**Run 1: routed clock nets over the placement**

Bar = 20 um.
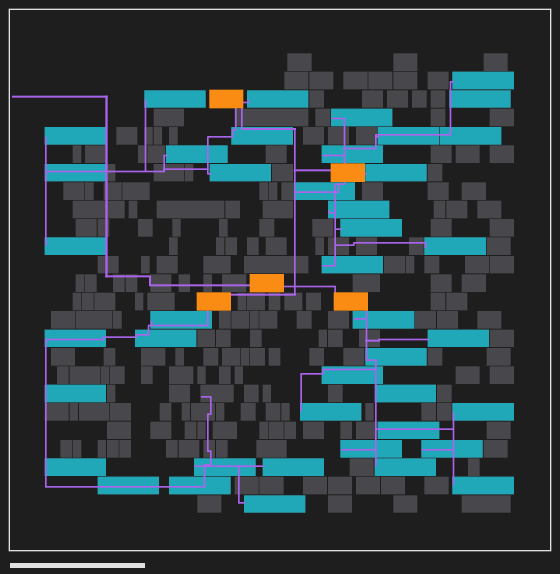
**Run 1: logic cells by family**

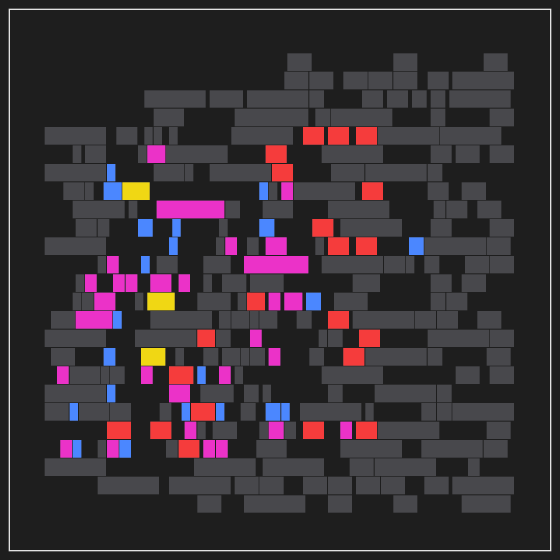
**Run 1: cell sizes after repair**

Bar = 20 um.
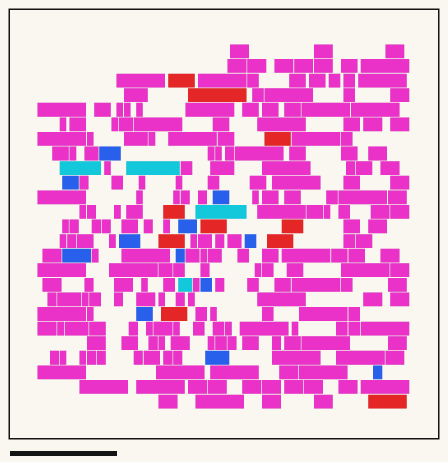
`config.mk`:
```
export PLATFORM = sky130hd
export DESIGN_NAME = lock_controller_flat
export DESIGN_NICKNAME = d
export VERILOG_FILES = /design/src/rtl/lock_pkg.sv /design/src/rtl/lock_controller_if.sv /design/src/rtl/lock_timer.sv /design/src/rtl/lock_controller.sv /design/src/flat_wrapper.sv
export SDC_FILE = /design/constraint.sdc
export NUM_CORES = 1
export LEC_CHECK = 0
export CAP_MARGIN = 20
export CORE_MARGIN = 5
export CORE_UTILIZATION = 45
export DETAILED_ROUTE_END_ITERATION = 7
export GPL_TIMING_DRIVEN = 0
export PLACE_DENSITY_LB_ADDON = 0.12
export SLEW_MARGIN = 20
export SYNTH_ARGS = -nofsm -noshare
export SYNTH_HDL_FRONTEND = slang
export SYNTH_SLANG_ARGS = --single-unit
```
`constraint.sdc`:
```
create_clock -name clk -period 2.4 [get_ports clk]
set_input_delay 0.48 -clock clk [delete_from_list [all_inputs] [get_ports clk]]
set_output_delay 0.48 -clock clk [all_outputs]
set_load 0.02 [all_outputs]
```
`src/rtl/lock_pkg.sv`:
```
// Shared types and constants for the three-digit BCD lock.
package lock_pkg;

  localparam int DIGIT_W    = 4;
  localparam int NUM_DIGITS = 3;
  localparam int CODE_W     = DIGIT_W * NUM_DIGITS;

  localparam logic [DIGIT_W-1:0] BCD_MAX = 4'd9;

  typedef enum logic [2:0] {
    S_IDLE,
    S_ENTRY,
    S_CHECK,
    S_OPEN,
    S_PROG,
    S_WRITE,
    S_LOCKOUT
  } state_t;

  // True for a legal keypad digit (0..9).
  function automatic logic is_bcd(input logic [DIGIT_W-1:0] d);
    return d <= BCD_MAX;
  endfunction

endpackage

```
`src/rtl/lock_controller_if.sv`:
```
// Keypad and passcode-register signals seen by the lock controller.
interface lock_controller_if;
  import lock_pkg::*;

  logic [DIGIT_W-1:0] digit_in;
  logic               digit_valid;
  logic               enter;
  logic               prog_req;
  logic [CODE_W-1:0]  stored_code;
  logic [CODE_W-1:0]  load_code;
  logic               load_en;
  logic               unlocked;
  logic               prog_mode;
  logic               locked_out;
  logic [1:0]         digit_count;
  logic [2:0]         fail_count;

  // Keypad / register side
  modport master (
    output digit_in, digit_valid, enter, prog_req, stored_code,
    input  load_code, load_en, unlocked, prog_mode, locked_out, digit_count, fail_count
  );

  // Controller side
  modport slave (
    input  digit_in, digit_valid, enter, prog_req, stored_code,
    output load_code, load_en, unlocked, prog_mode, locked_out, digit_count, fail_count
  );
endinterface

```
`src/rtl/lock_timer.sv`:
```
// Loadable down-counter; done pulses during the last running cycle.
module lock_timer #(
  parameter int W = 6
) (
  input  logic         clk,
  input  logic         rst_n,
  input  logic         load,
  input  logic [W-1:0] load_val,
  input  logic         run,
  output logic         done
);

  logic [W-1:0] cnt;

  // Load wins over counting; counter parks at zero.
  always_ff @(posedge clk or negedge rst_n) begin
    if (!rst_n)                 cnt <= '0;
    else if (load)              cnt <= load_val;
    else if (run && cnt != '0)  cnt <= cnt - 1'b1;
  end

  assign done = run && !load && (cnt == W'(1));

endmodule

```
`src/rtl/lock_controller.sv`:
```
// Sequencing FSM for the three-digit lock: entry, check, open/relock,
// reprogramming of the passcode register and timed lockout.
module lock_controller
  import lock_pkg::*;
#(
  parameter int MAX_TRIES      = 3,
  parameter int LOCKOUT_CYCLES = 16,
  parameter int OPEN_CYCLES    = 32
) (
  input  logic            clk,
  input  logic            rst_n,
  lock_controller_if.slave bus
);

  localparam int TMAX = (LOCKOUT_CYCLES > OPEN_CYCLES) ? LOCKOUT_CYCLES : OPEN_CYCLES;
  localparam int TW   = $clog2(TMAX + 1);
  localparam logic [TW-1:0] OPEN_TV = TW'(OPEN_CYCLES);
  localparam logic [TW-1:0] LOCK_TV = TW'(LOCKOUT_CYCLES);
  localparam logic [2:0]    MAX_F   = 3'(MAX_TRIES);
  localparam logic [1:0]    FULL    = 2'(NUM_DIGITS);

  state_t            state, state_d;
  logic [CODE_W-1:0] code_buf, code_buf_d;
  logic [1:0]        cnt_q, cnt_d;
  logic [2:0]        fails_q, fails_d;

  logic              tmr_load, tmr_run, tmr_done;
  logic [TW-1:0]     tmr_val;

  logic              digit_ok, digit_take;
  logic [CODE_W-1:0] code_shift;
  logic [2:0]        fails_inc;

  logic              unlocked_q, prog_mode_q, locked_out_q, load_en_q;
  logic [CODE_W-1:0] load_code_q;

  assign digit_ok   = bus.digit_valid && is_bcd(bus.digit_in);
  assign digit_take = digit_ok && (cnt_q != FULL);
  assign code_shift = {code_buf[CODE_W-DIGIT_W-1:0], bus.digit_in};
  assign fails_inc  = fails_q + 3'd1;

  lock_timer #(.W(TW)) u_timer (
    .clk      (clk),
    .rst_n    (rst_n),
    .load     (tmr_load),
    .load_val (tmr_val),
    .run      (tmr_run),
    .done     (tmr_done)
  );

  // State register.
  always_ff @(posedge clk or negedge rst_n) begin
    if (!rst_n) state <= S_IDLE;
    else        state <= state_d;
  end

  // Next state, buffer/counter updates and timer control.
  // enter always takes priority over a same-cycle digit.
  always_comb begin
    state_d    = state;
    code_buf_d = code_buf;
    cnt_d      = cnt_q;
    fails_d    = fails_q;
    tmr_load   = 1'b0;
    tmr_val    = '0;
    tmr_run    = 1'b0;
    case (state)
      S_IDLE: begin
        if (!bus.enter && digit_ok) begin
          code_buf_d = code_shift;
          cnt_d      = 2'd1;
          state_d    = S_ENTRY;
        end
      end
      S_ENTRY: begin
        if (bus.enter) state_d = S_CHECK;
        else if (digit_take) begin
          code_buf_d = code_shift;
          cnt_d      = cnt_q + 2'd1;
        end
      end
      S_CHECK: begin
        code_buf_d = '0;
        cnt_d      = '0;
        tmr_load   = 1'b1;
        if (cnt_q == FULL && code_buf == bus.stored_code) begin
          fails_d = '0;
          tmr_val = OPEN_TV;
          state_d = S_OPEN;
        end else begin
          fails_d = fails_inc;
          if (fails_inc == MAX_F) begin
            tmr_val = LOCK_TV;
            state_d = S_LOCKOUT;
          end else begin
            tmr_load = 1'b0;
            state_d  = S_IDLE;
          end
        end
      end
      S_OPEN: begin
        // enter, then timeout, then prog_req
        tmr_run = 1'b1;
        if (bus.enter || tmr_done) state_d = S_IDLE;
        else if (bus.prog_req)     state_d = S_PROG;
      end
      S_PROG: begin
        if (bus.enter) begin
          if (cnt_q == FULL) state_d = S_WRITE;
          else begin
            code_buf_d = '0;
            cnt_d      = '0;
            tmr_load   = 1'b1;
            tmr_val    = OPEN_TV;
            state_d    = S_OPEN;
          end
        end else if (digit_take) begin
          code_buf_d = code_shift;
          cnt_d      = cnt_q + 2'd1;
        end
      end
      S_WRITE: begin
        code_buf_d = '0;
        cnt_d      = '0;
        tmr_load   = 1'b1;
        tmr_val    = OPEN_TV;
        state_d    = S_OPEN;
      end
      S_LOCKOUT: begin
        tmr_run = 1'b1;
        if (tmr_done) begin
          fails_d = '0;
          state_d = S_IDLE;
        end
      end
      default: state_d = S_IDLE;
    endcase
  end

  // Entry buffer, digit count and failure count.
  always_ff @(posedge clk or negedge rst_n) begin
    if (!rst_n) begin
      code_buf <= '0;
      cnt_q    <= '0;
      fails_q  <= '0;
    end else begin
      code_buf <= code_buf_d;
      cnt_q    <= cnt_d;
      fails_q  <= fails_d;
    end
  end

  // Registered status outputs, decoded from the current state.
  always_ff @(posedge clk or negedge rst_n) begin
    if (!rst_n) begin
      unlocked_q   <= 1'b0;
      prog_mode_q  <= 1'b0;
      locked_out_q <= 1'b0;
      load_en_q    <= 1'b0;
      load_code_q  <= '0;
    end else begin
      unlocked_q   <= (state == S_OPEN);
      prog_mode_q  <= (state == S_PROG);
      locked_out_q <= (state == S_LOCKOUT);
      load_en_q    <= (state == S_WRITE);
      load_code_q  <= (state == S_WRITE) ? code_buf : '0;
    end
  end

  assign bus.unlocked    = unlocked_q;
  assign bus.prog_mode   = prog_mode_q;
  assign bus.locked_out  = locked_out_q;
  assign bus.load_en     = load_en_q;
  assign bus.load_code   = load_code_q;
  assign bus.digit_count = cnt_q;
  assign bus.fail_count  = fails_q;

endmodule
```
`src/flat_wrapper.sv`:
```
// flat-port wrapper written by rule: the top's interface ports become plain ports
module lock_controller_flat import lock_pkg::*;
#(
  parameter int MAX_TRIES      = 3,
  parameter int LOCKOUT_CYCLES = 16,
  parameter int OPEN_CYCLES    = 32
)
  (clk, rst_n, bus_digit_in, bus_digit_valid, bus_enter, bus_prog_req, bus_stored_code, bus_load_code, bus_load_en, bus_unlocked, bus_prog_mode, bus_locked_out, bus_digit_count, bus_fail_count);
  lock_controller_if bus_i ();
  input  logic clk;
  input  logic rst_n;
  input wire logic [$bits(bus_i.digit_in)-1:0] bus_digit_in;
  input wire logic [$bits(bus_i.digit_valid)-1:0] bus_digit_valid;
  input wire logic [$bits(bus_i.enter)-1:0] bus_enter;
  input wire logic [$bits(bus_i.prog_req)-1:0] bus_prog_req;
  input wire logic [$bits(bus_i.stored_code)-1:0] bus_stored_code;
  output wire logic [$bits(bus_i.load_code)-1:0] bus_load_code;
  output wire logic [$bits(bus_i.load_en)-1:0] bus_load_en;
  output wire logic [$bits(bus_i.unlocked)-1:0] bus_unlocked;
  output wire logic [$bits(bus_i.prog_mode)-1:0] bus_prog_mode;
  output wire logic [$bits(bus_i.locked_out)-1:0] bus_locked_out;
  output wire logic [$bits(bus_i.digit_count)-1:0] bus_digit_count;
  output wire logic [$bits(bus_i.fail_count)-1:0] bus_fail_count;
  assign bus_i.digit_in = bus_digit_in;
  assign bus_i.digit_valid = bus_digit_valid;
  assign bus_i.enter = bus_enter;
  assign bus_i.prog_req = bus_prog_req;
  assign bus_i.stored_code = bus_stored_code;
  assign bus_load_code = bus_i.load_code;
  assign bus_load_en = bus_i.load_en;
  assign bus_unlocked = bus_i.unlocked;
  assign bus_prog_mode = bus_i.prog_mode;
  assign bus_locked_out = bus_i.locked_out;
  assign bus_digit_count = bus_i.digit_count;
  assign bus_fail_count = bus_i.fail_count;
  lock_controller #(.MAX_TRIES(MAX_TRIES), .LOCKOUT_CYCLES(LOCKOUT_CYCLES), .OPEN_CYCLES(OPEN_CYCLES)) u_core (.clk(clk), .rst_n(rst_n), .bus(bus_i));
endmodule
```
==> out/qor.csv, run 1 <==
stage,metric,value,unit
final_layout,"Core Util, Final",59.58,%
power,total design power,0.002923,W
drt,Via Count,1720,
place,DP Wirelength,3.686,mm
synth,yosys stat area,2192,um2
global_routing,GR met2 Demand/Resource,28.88,%
final_layout,nets@finish,283,
clock_tree,H-tree Lvls,2,
drt,final wirelength,4.886,mm
global_routing,GR Layer Usage met1,20.57,%
drt,DRC errors left,0,
place,pre-CTS WS,-0.1098,ns
synth,asr flop ratio synth,100.0,%
synth,mux share of post-synthesis cell area,1.484,%
final_layout,final instance area,2814,um2
worst_setup_path,"Max stage delay cell, worst path",o21ai_1,
global_routing,largest net degree at the start of global routing,26,
place,dpl cells,317,
final_timing,Pins Over Slew Limit,0,
synth,Synth area leaders,"dfrtp_1 (48%), a22o_1 (6.0%), xor2_1 (6.0%)",
synth,AO/OA Area Share,18.49,%
power,pwr/cell area,1039,nW/um2
power,Switch Pwr,0.001121,W
power,Worst VDD drop,0.5050,mV
clock_tree,clock sink count,42,
synth,"area fraction in and, or, nand and nor cells",18.44,%
run_status,status,"complete, no violations",
synth,"area leader, netlist",dfrtp_1,
power,Sequential Power Share,38.2,%
synth,Top-area cell share,47.95,%
final_timing,min Tclk post-route,2.162,ns
final_timing,final hold vios,0,
-- 'routed clock nets over the placement' (at the start) --
Key: orange = clock drivers [count 5]; cyan = flip-flops [count 42]; purple = clock wires [length 490 um]
Position of the flops: widely spread. There are 6 routed clock nets.
Power Clock: 0.000553 W
clock power share: 18.9%
clk latency late pin: 0.29 ns

-- 'logic cells by family' (at the start) --
Key: magenta = inverting AOI/OAI gates [cells 29]; red = AND-OR and OR-AND gates [cells 21]; yellow = multiplexers [cells 3]; blue = NAND gates [cells 21]

-- 'cell sizes after repair' (at the start) --
Key: magenta = _0 and _1 cells [cells 231, share 90%, most used dfrtp_1]; blue = _2 cells [cells 12, share 4.7%]; cyan = _3 and _4 cells [cells 4, share 1.6%]; red = _6 and larger [cells 10, share 3.9%, most used clkbuf_8]

==> run 1: metal layers <==
metal	share of wire, %	up-vias	routed length [um]
met5	0	-	0
met4	0.53	0	26
met3	5.2	2	252
met2	51	51	2468
met1	44	820	2138
li1	-	847	-
==> run 1: cell type report <==
type	instances	area, um2	share of cell area [%]
plain buffers	9	53.80	1.912
flip-flops and latches	42	1051	37.35
repair buffers	42	425.4	15.12
inverters	9	33.78	1.201
multi-input cells	148	1054	37.44
clock inverters	1	30.03	1.067
clock buffers	6	82.58	2.935
well taps	67	83.83	2.979
==> run 1: critical path: cells and delay by family <==
kind,cells,cell delay [ns]
and+or+nand+nor,3,0.83
AOI/OAI and AO/OA,1,0.45
xor gates and xnor gates,1,0.14
buffers and inverters,1,0.41
**Run 1: clock routing**

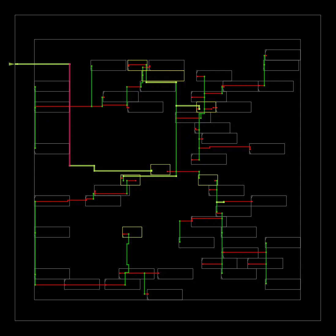

==> run 1 -> run 2 <==
SYNTH_HIERARCHICAL = 1   (was default)
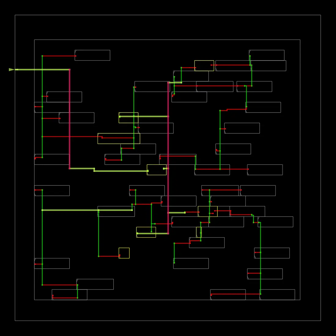
**Above:** run 2 (clock routing).
layout clock buffer count: 6
clock sink count: 42
TritonCTS buffer count: 5
registers: 42
Power Clock: 0.000558 W

==> out/qor.csv, run 2 <==
stage,metric,value,unit,change
drt,wl on met1,2.245,mm,+5.0%
clock_tree,H-tree Lvls,2,,unchanged
final_layout,Biggest Area Class,logic gates,,
place,pre-CTS WS,-1.043,ns,-0.9335 ns
worst_setup_path,CP top delay family,simple AND/OR/NAND/NOR gates,,
place,DP Wirelength,3.600,mm,-2.3%
final_layout,nets@finish,302,,+6.7%
global_routing,GR met2 Demand/Resource,29.64,%,+0.75 points
drt,DRC errors left,0,,unchanged
final_timing,Pins Over Slew Limit,0,,unchanged
final_layout,NonClk Buf Share,19.98,%,+2.9 points
global_routing,largest net degree at the start of global routing,23,,-12%
synth,Synth area leaders,"dfrtp_1 (48%), a22o_1 (5.2%), xnor2_1 (4.8%)",,
clock_tree,clk latency late pin,0.29,ns,about the same
final_layout,logic area,1214,um2,+15%
synth,Top-area cell share,47.81,%,-0.14 points
final_layout,combinational share of cell area,38.68,%,+1.2 points
run_status,status,"complete, no violations",,
final_layout,flop share of the area,33.73,%,-3.6 points
drt,DR WL met2,2.542,mm,+3.0%
worst_setup_path,"Max stage delay cell, worst path",nor4_4,,
final_layout,Non-clock inverters,12,,+3
place,dpl cells,316,,-0.32%
synth,"area leader, netlist",dfrtp_1,,
final_timing,min Tclk post-route,2.396,ns,+0.2341 ns
final_layout,Layout clock area frac,3.509,%,-0.49 points
power,total design power,0.002902,W,-0.74%
worst_setup_path,CP Buf/Inv Count,2,,+1
power,Worst VDD drop,0.6166,mV,+22%
floorplan,tap cells,67,,unchanged
global_routing,GR Layer Usage met1,22.72,%,+2.2 points
## run 2: cell count changes after synthesis, sizes merged, moves of 4 or more
cell,delta
xor2,-15
and2,+8
o21ai,-5
and3,-14
nand2,-5
xnor2,+10
a31oi,+4
## run 2: cell families (layout without fill, tap and decap cells)
kind of cell | count (synthesis) | in the layout | synth area share, %
other | 1 | 4 | 0.1706
adders and majority gates | 6 | 6 | 3.415
and+or+nand+nor | 62 | 62 | 18.33
AOI/OAI and AO/OA | 60 | 60 | 20.66
DFF | 42 | 42 | 47.81
xor gates and xnor gates | 12 | 12 | 4.781
buffers and inverters | 21 | 90 | 4.838
## run 2: where the power goes
part / total [W] / switching, W / internal, W
Sequential: 0.00103 / 0.000158 / 0.000871
Combinational: 0.00132 / 0.000689 / 0.000627
Clock: 0.000558 / 0.000248 / 0.000310
**Run 2: cell sizes after repair**

Bar = 20 um.
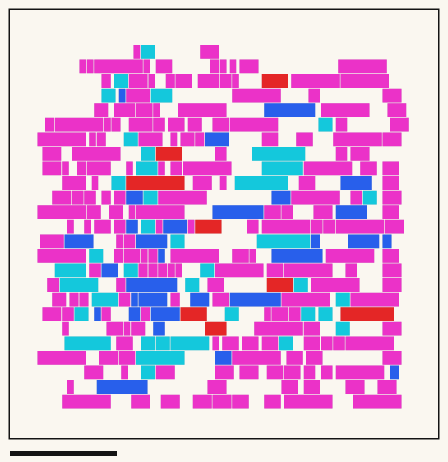

==> run 2 -> run 3 <==
CORE_MARGIN = default   (was 5)
clock period = 2.7 ns   (was 2.4 ns; I/O delays follow)
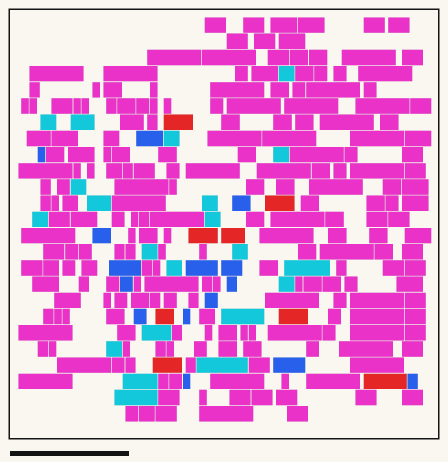
**Above:** run 3 (cell sizes after repair).
Bar = 20 um.
Key: red = _6 and larger [cells 8, share 3.1%, most used clkbuf_8]; blue = _2 cells [cells 15, share 5.7%, most used inv_2]; magenta = _0 and _1 cells [cells 218, share 83%, most used dfrtp_1]; cyan = _3 and _4 cells [cells 21, share 8.0%, most used buf_4]

==> out/qor.csv, run 3 <==
stage,metric,value,unit,change
run_status,status,"complete, no violations",,
synth,xor/xnor share,4.781,%,unchanged
global_routing,largest net degree at the start of global routing,33,,+43%
synth,mux share of post-synthesis cell area,0,%,unchanged
final_layout,Biggest Area Class,logic gates,,
synth,Top non-seq family,AND-OR/OR-AND gates,,
power,Worst VDD drop,0.4727,mV,-23%
place,pre-CTS WS,-0.9426,ns,+0.1007 ns
synth,Synth area leaders,"dfrtp_1 (48%), a22o_1 (5.2%), xnor2_1 (4.8%)",,
drt,DR WL met2,2.280,mm,-10%
synth,Top-area cell share,47.81,%,unchanged
synth,"area leader, netlist",dfrtp_1,,
clock_tree,TritonCTS buffer count,5,,unchanged
final_layout,flop share of the area,36.01,%,+2.3 points
final_layout,registers,42,,unchanged
global_routing,GR Layer Usage met1,25.39,%,+2.7 points
final_timing,min Tclk post-route,2.622,ns,
final_layout,nets@finish,288,,-4.6%
floorplan,tap cells,67,,unchanged
drt,DRC errors left,0,,unchanged
worst_setup_path,CP top delay family,AND-OR/OR-AND gates,,
clock_tree,H-tree Lvls,2,,unchanged
clock_tree,clock sink count,42,,unchanged
worst_setup_path,"Max stage delay cell, worst path",a21oi_1,,
synth,"area fraction in and, or, nand and nor cells",18.33,%,unchanged
final_layout,Non-clock inverters,12,,unchanged
run 3: power by group:
part | leakage (nW) | total [W] | internal (W) | switching (W)
sequential | 0.559 | 0.000903 | 0.000769 | 0.000134
clock | 0.0408 | 0.000419 | 0.000185 | 0.000234
combinational | 0.713 | 0.00106 | 0.000481 | 0.000575
total | 1.31 | 0.00238 | 0.00143 | 0.000943
run 3: final timing paths:
check	cells after the start	end
max in group asynchronous	2	u_core/state[1]
max	8	u_core/state[1]
max reg2reg	8	u_core/state[1]
min reg2reg	1	u_core/bus.fail_count[2]
min	1	u_core/u_timer/cnt[0]
min in group clk	1	u_core/bus.fail_count[2]
run 3: what timing repair did:
item	4_1_cts	5_1_grt
buffers inserted	3	3
resized	3	15
setup endpoints to repair	6	3
cloned	0	0
pin swaps	3	12
Power figures rest on the tool's default switching activity, not on a simulated workload.
